$ cat src/rtl/sap1_pkg.sv
// Shared types and constants for the SAP-1 control sequencer.
package sap1_pkg;

  // Opcode values carried in the IR upper nibble
  localparam logic [3:0] OP_LDA = 4'h0;
  localparam logic [3:0] OP_ADD = 4'h1;
  localparam logic [3:0] OP_SUB = 4'h2;
  localparam logic [3:0] OP_OUT = 4'hE;
  localparam logic [3:0] OP_HLT = 4'hF;

  // One-hot ring positions, bit0 = T1
  localparam logic [5:0] RING_T1 = 6'b000001;
  localparam logic [5:0] RING_T2 = 6'b000010;
  localparam logic [5:0] RING_T3 = 6'b000100;
  localparam logic [5:0] RING_T4 = 6'b001000;
  localparam logic [5:0] RING_T5 = 6'b010000;
  localparam logic [5:0] RING_T6 = 6'b100000;

  // Decoded sequencer state
  typedef enum logic [2:0] {
    T1   = 3'd0,
    T2   = 3'd1,
    T3   = 3'd2,
    T4   = 3'd3,
    T5   = 3'd4,
    T6   = 3'd5,
    HALT = 3'd6
  } tstate_e;

  // Every strobe the sequencer drives into the datapath
  typedef struct packed {
    logic pc_inc;
    logic pc_en;
    logic mar_load;
    logic ram_en;
    logic ir_load;
    logic ir_en;
    logic load_a;
    logic enable_a;
    logic load_b;
    logic add;
    logic sub;
    logic alu_en;
    logic load_out;
  } ctrl_word_t;

  // True when exactly one bit of a 6-bit ring is set; guards against a
  // corrupted ring register ever producing two overlapping T-states.
  function automatic logic is_onehot6(input logic [5:0] v);
    logic [2:0] cnt;
    cnt = 3'd0;
    for (int i = 0; i < 6; i++) begin
      cnt = cnt + {2'b00, v[i]};
    end
    return (cnt == 3'd1);
  endfunction

endpackage

$ cat src/rtl/sap1_ring_counter.sv
// One-hot T1..T6 ring counter with hold and synchronous reset.
import sap1_pkg::*;

module sap1_ring_counter (
  input  logic       clk,
  input  logic       rst,
  input  logic       advance,
  output logic [5:0] ring
);

  logic [5:0] ring_r;

  // Rotate one position per enabled edge; an illegal pattern restarts at T1
  always_ff @(posedge clk) begin
    if (rst) begin
      ring_r <= RING_T1;
    end else if (!is_onehot6(ring_r)) begin
      ring_r <= RING_T1;
    end else if (advance) begin
      ring_r <= {ring_r[4:0], ring_r[5]};
    end else begin
      ring_r <= ring_r;
    end
  end

  assign ring = ring_r;

endmodule

$ cat src/rtl/sap1_controller.sv
// SAP-1 control sequencer: ring counter plus opcode decode of all strobes.
import sap1_pkg::*;

module sap1_controller #(
  parameter int OPW = 4
) (
  input  logic           clk,
  input  logic           rst,
  input  logic           run,
  input  logic [OPW-1:0] opcode,
  output logic           pc_inc,
  output logic           pc_en,
  output logic           mar_load,
  output logic           ram_en,
  output logic           ir_load,
  output logic           ir_en,
  output logic           load_a,
  output logic           enable_a,
  output logic           load_b,
  output logic           add,
  output logic           sub,
  output logic           alu_en,
  output logic           load_out,
  output logic           halted,
  output logic [5:0]     tstate
);

  logic [5:0] ring_s;
  logic       halted_r;
  logic       halted_nxt_s;
  logic       advance_s;
  tstate_e    state_s;
  ctrl_word_t ctrl_s;
  logic [5:0] tstate_s;

  sap1_ring_counter u_ring (
    .clk     (clk),
    .rst     (rst),
    .advance (advance_s),
    .ring    (ring_s)
  );

  // Halt flag register: only reset clears it
  always_ff @(posedge clk) begin
    if (rst) begin
      halted_r <= 1'b0;
    end else begin
      halted_r <= halted_nxt_s;
    end
  end

  // Map ring position plus halt flag onto the symbolic state
  always_comb begin
    state_s = T1;
    if (halted_r) begin
      state_s = HALT;
    end else begin
      case (ring_s)
        RING_T1: state_s = T1;
        RING_T2: state_s = T2;
        RING_T3: state_s = T3;
        RING_T4: state_s = T4;
        RING_T5: state_s = T5;
        RING_T6: state_s = T6;
        default: state_s = T1;
      endcase
    end
  end

  // Next-state logic: advance the ring when running, divert T4 of HLT into HALT
  always_comb begin
    halted_nxt_s = halted_r;
    advance_s    = 1'b0;
    if (rst) begin
      halted_nxt_s = 1'b0;
      advance_s    = 1'b0;
    end else if (halted_r) begin
      halted_nxt_s = 1'b1;
      advance_s    = 1'b0;
    end else if (run) begin
      if ((state_s == T4) && (opcode == OPW'(OP_HLT))) begin
        halted_nxt_s = 1'b1;
        advance_s    = 1'b0;
      end else begin
        halted_nxt_s = 1'b0;
        advance_s    = 1'b1;
      end
    end else begin
      halted_nxt_s = 1'b0;
      advance_s    = 1'b0;
    end
  end

  // Strobe decode; paused, reset or halted cycles drive nothing onto the bus
  always_comb begin
    ctrl_s = '0;
    if (rst || !run) begin
      ctrl_s = '0;
    end else begin
      case (state_s)
        T1: begin
          ctrl_s.pc_en    = 1'b1;
          ctrl_s.mar_load = 1'b1;
        end
        T2: begin
          ctrl_s.pc_inc = 1'b1;
        end
        T3: begin
          ctrl_s.ram_en  = 1'b1;
          ctrl_s.ir_load = 1'b1;
        end
        T4: begin
          case (opcode)
            OPW'(OP_LDA), OPW'(OP_ADD), OPW'(OP_SUB): begin
              ctrl_s.ir_en    = 1'b1;
              ctrl_s.mar_load = 1'b1;
            end
            OPW'(OP_OUT): begin
              ctrl_s.enable_a = 1'b1;
              ctrl_s.load_out = 1'b1;
            end
            default: ctrl_s = '0;
          endcase
        end
        T5: begin
          case (opcode)
            OPW'(OP_LDA): begin
              ctrl_s.ram_en = 1'b1;
              ctrl_s.load_a = 1'b1;
            end
            OPW'(OP_ADD), OPW'(OP_SUB): begin
              ctrl_s.ram_en = 1'b1;
              ctrl_s.load_b = 1'b1;
            end
            default: ctrl_s = '0;
          endcase
        end
        T6: begin
          case (opcode)
            OPW'(OP_ADD): begin
              ctrl_s.alu_en = 1'b1;
              ctrl_s.add    = 1'b1;
              ctrl_s.load_a = 1'b1;
            end
            OPW'(OP_SUB): begin
              ctrl_s.alu_en = 1'b1;
              ctrl_s.sub    = 1'b1;
              ctrl_s.load_a = 1'b1;
            end
            default: ctrl_s = '0;
          endcase
        end
        HALT:    ctrl_s = '0;
        default: ctrl_s = '0;
      endcase
    end
  end

  // Debug T-state view: T1 while reset is held, blank while halted
  always_comb begin
    tstate_s = 6'b000000;
    if (rst) begin
      tstate_s = RING_T1;
    end else if (halted_r) begin
      tstate_s = 6'b000000;
    end else begin
      tstate_s = ring_s;
    end
  end

  assign pc_inc   = ctrl_s.pc_inc;
  assign pc_en    = ctrl_s.pc_en;
  assign mar_load = ctrl_s.mar_load;
  assign ram_en   = ctrl_s.ram_en;
  assign ir_load  = ctrl_s.ir_load;
  assign ir_en    = ctrl_s.ir_en;
  assign load_a   = ctrl_s.load_a;
  assign enable_a = ctrl_s.enable_a;
  assign load_b   = ctrl_s.load_b;
  assign add      = ctrl_s.add;
  assign sub      = ctrl_s.sub;
  assign alu_en   = ctrl_s.alu_en;
  assign load_out = ctrl_s.load_out;
  assign halted   = halted_r;
  assign tstate   = tstate_s;

endmodule

$ cat config.mk
export PLATFORM = sky130hd
export DESIGN_NAME = sap1_controller
export DESIGN_NICKNAME = d
export VERILOG_FILES = /design/src/rtl/sap1_pkg.sv /design/src/rtl/sap1_ring_counter.sv /design/src/rtl/sap1_controller.sv
export SDC_FILE = /design/constraint.sdc
export NUM_CORES = 1
export LEC_CHECK = 0
export ABC_AREA = 1
export CAP_MARGIN = 15
export CELL_PAD_IN_SITES_DETAIL_PLACEMENT = 1
export CELL_PAD_IN_SITES_GLOBAL_PLACEMENT = 2
export CORE_MARGIN = 5
export CORE_UTILIZATION = 22
export DETAILED_ROUTE_END_ITERATION = 8
export PLACE_DENSITY_LB_ADDON = 0.1
export SLEW_MARGIN = 0
export SYNTH_ARGS = -nofsm -noshare
export SYNTH_HDL_FRONTEND = slang
export SYNTH_HIERARCHICAL = 1
export SYNTH_SLANG_ARGS = --single-unit
$ cat constraint.sdc
create_clock -name clk -period 3.1 [get_ports clk]
set_clock_uncertainty 0.2 [all_clocks]
set_input_delay 0.465 -clock clk [delete_from_list [all_inputs] [get_ports clk]]
set_output_delay 0.465 -clock clk [all_outputs]
set_load 0.1 [all_outputs]
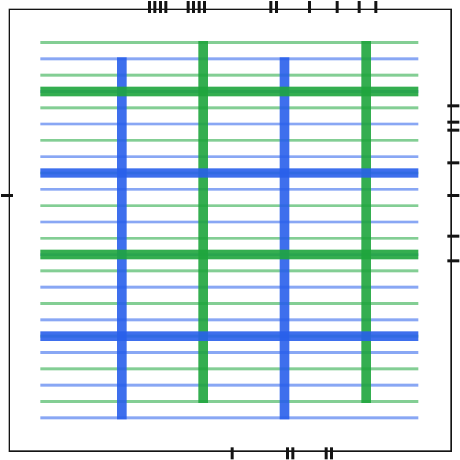
**Above:** run 1 (supply network).
Scale: 6 px per um. Pins as bars on the die edge.
color	net
green	VDD
blue	VSS
met4 straps	4
met5 straps	4
met1 rails	24

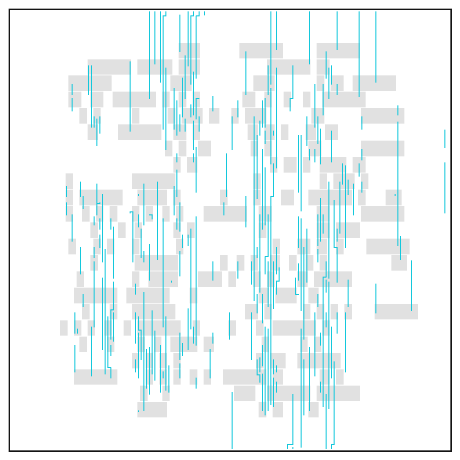
**Above:** run 1 (M2 wires).
Scale: 6 px per um.
nets with wire on the layer	168
share of all routed wire	51%
longest straight run	34.7 um
main direction	vertical

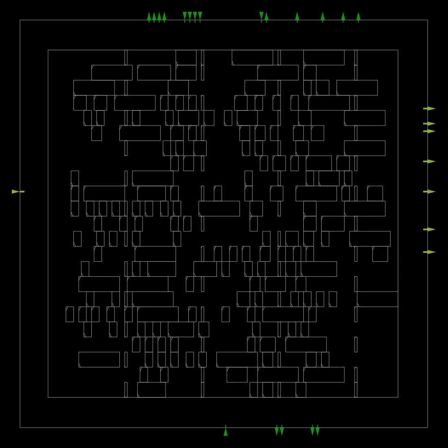
**Above:** run 1 (cell outlines without signal wires).
Rows: 23
FILL cells: 496

==> impl_metrics.yaml, run 1 <==
# implementation run metrics
synthesis:
  synth_area_um2: 885
  synth_area_per_cell_um2: 5.63
  synth-compound-area-share_pct: 1.84
  ys_sh_mux_pct: 0
  synth_warnings: 6
  synth.most_common_cell: "nor2_1"
  ys.flops: 7
  synth-edff-count: 0
layout:
  comb_area_share_pct: 42.5
  seq_cells: 7
  final-seq-area_um2: 140
  clkbuf_count: 4
  clockNetworkAreaShare_pct: 3.11
  inv_count: 38
  layout-drive-gt1-share_pct: 29.2
  instances_no_fill: 235
min_path:
  hold_class: "reg2reg"
  min_from: "halted$_SDFF_PP0_"
power_and_ir_drop:
  pg_clk_w: 0.000133
  p_comb_w: 0.000105
  leakage_nw: 0.713
  power_frac_seq_pct: 29.4
  clkPwrFrac_pct: 39.4
  p_per_area_nw_per_um2: 232
  pwr-share-comb_pct: 31.2
  power.internal_w: 0.000219
  vdd.ir_drop.worst_uv: 159
  power_switching_w: 0.000117
  swShare_pct: 34.9
final_timing:
  grt_setup_unrepaired: "no"
  final-setup-viol-count: 0
  relSlewSlack_pct: 72.9
  finalMaxSlewViolations: 0
  hold_viol: 0
  hold_ws_ns: 0.402
  fin_ws_ns: 0.171
  setup_tns_ns: 0
global_route:
  grt_max_degree: 13
  grt_pass1_vias: 1054
  grtUsageMet2_pct: 20.3
  grtUsageTotal_pct: 11.8
  antenna_found_initial: 0
run:
  cap_violations: 0
routing:
  drt_iter0_drc: 41
  met1Wirelength_um: 1230
  route.vias.total: 1002
  firstDrtPassIters: 3
  drt-vias-per-instance: 4.26
  routed_wl_um: 2770
run_status:
  status: "finished, final reports clean"
floorplan:
  nWellTaps: 50
  dieHeight_um: 73.4
clock_tree:
  htree_levels: 1
  ctsResizeCount: 0
setup_path:
  arrival_ns: 2.89
  cp_num_cells: 9
  critPathCapture: "u_ring/ring[3]$_SDFFE_PP0P_"
  r2r_end: "u_ring/ring[3]$_SDFFE_PP0P_"
placement:
  io_buffers: 26
--- run 2 (diff from run 1) ---
--- a/config.mk
+++ b/config.mk
@@ -10,11 +10,10 @@
 export CELL_PAD_IN_SITES_DETAIL_PLACEMENT = 1
 export CELL_PAD_IN_SITES_GLOBAL_PLACEMENT = 2
 export CORE_MARGIN = 5
-export CORE_UTILIZATION = 22
+export CORE_UTILIZATION = 21
 export DETAILED_ROUTE_END_ITERATION = 8
 export PLACE_DENSITY_LB_ADDON = 0.1
 export SLEW_MARGIN = 0
 export SYNTH_ARGS = -nofsm -noshare
 export SYNTH_HDL_FRONTEND = slang
-export SYNTH_HIERARCHICAL = 1
 export SYNTH_SLANG_ARGS = --single-unit
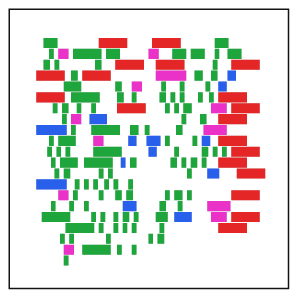
**Above:** run 2 (cell sizes after repair).
Scale: 4 px per um.
color	size	cells
green	_0 and _1 cells	109
blue	_2 cells	13
red	_6 and larger	19
magenta	_3 and _4 cells	12

==> run 2 against run 1 <==
  * Cell count shrank 15%
  * Fmax grew 1.9%
  * Register-to-register slack gained 0.05 ns
  * Routed wire length shrank 8.9%
  * Design area shrank 7.5%
  * First-iteration DRC count shrank 68%
  * Sequential share of layout area grew 0.97 points
  * Synthesized cell count shrank 21%
  * Total power grew to 2.5 times the previous value
  * Critical endpoint is now u_ring.ring[4]$_SDFFE_PP0P_
  * Largest cell class unchanged
  * Synthesized area shrank 16%
  * Worst setup slack gained 0.054 ns
==> impl_metrics.yaml, run 2 <==
# implementation run metrics
power_and_ir_drop:
  vdd.ir_drop.worst_uv: 254
  pwr-share-comb_pct: 71.2
  pg_clk_w: 0.0000837
  power_frac_seq_pct: 19.0
  clkPwrFrac_pct: 9.9
  p_comb_w: 0.000603
  leakage_nw: 0.618
  power.internal_w: 0.000390
  swShare_pct: 54.0
  power_switching_w: 0.000457
  p_per_area_nw_per_um2: 631
layout:
  instances_no_fill: 199
  area_delta_synth_final_pct: 80.8
  fillCellCount: 416
  layout-drive-gt1-share_pct: 28.8
  comb_area_share_pct: 42.2
  final-seq-area_um2: 143
  clkbuf_count: 4
  inv_count: 21
  seq_cells: 7
  clockNetworkAreaShare_pct: 1.96
synthesis:
  top_area_cell: "dfxtp_1"
  top_area_share_pct: 18.9
  async_flop_share_pct: 0
  synth-compound-area-share_pct: 4.22
  simple_gate_area_share_pct: 48.2
  ys_sh_mux_pct: 0
  synth-edff-count: 0
  synth_warnings: 0
  synth_area_per_cell_um2: 5.98
  synth_area_um2: 742
  ys.flops: 7
  synth.most_common_cell: "nor2_1"
setup_path:
  critical-path-slowest-cell: "fa_1"
  critPathCapture: "u_ring.ring[4]$_SDFFE_PP0P_"
  critPathMaxFanout: 6
  arrival_ns: 2.86
  worstPathCellList: "inv_1 > ha_1 > inv_1 > fa_1 > fa_1 > inv_1 > fa_1 > nor4_2 > buf_4 > nand2_1 > nor2_1"
  cp_num_cells: 11
  r2r_end: "u_ring.ring[4]$_SDFFE_PP0P_"
  critPathCaptureType: "register"
min_path:
  hold_class: "reg2reg"
  min_from: "u_ring.ring[0]$_SDFFE_PP1P_"
final_timing:
  hold_viol: 0
  final-setup-viol-count: 0
  relSlewSlack_pct: 75.5
  fin_ws_ns: 0.226
  setup_tns_ns: 0
  grt_setup_unrepaired: "no"
  hold_ws_ns: 0.291
  finalMaxSlewViolations: 0
routing:
  drt_iter0_drc: 13
  routed_wl_um: 2530
  route.met2.wl_um: 1370
  drc: 0
  firstDrtPassIters: 2
  route.vias.total: 884
  highest_layer: "met4"
  met1Wirelength_um: 990
  drt-vias-per-instance: 4.44
placement:
  io_buffers: 26
  post-place-cells: 195
floorplan:
  core_um2: 3390
  dieHeight_um: 69.4
  row_count: 21
  io_pins: 27
  nWellTaps: 46
run:
  cap_violations: 0
global_route:
  grt_max_degree: 12
  antenna_found_initial: 0
  grtUsageTotal_pct: 11.2
  grtUsageMet2_pct: 20.3
  grt_pass1_vias: 910
clock_tree:
  tritoncts: "built"
  ctsResizeCount: 0
  htree_levels: 1
run_status:
  status: "finished, final reports clean"
Power and IR drop assume default switching activity.
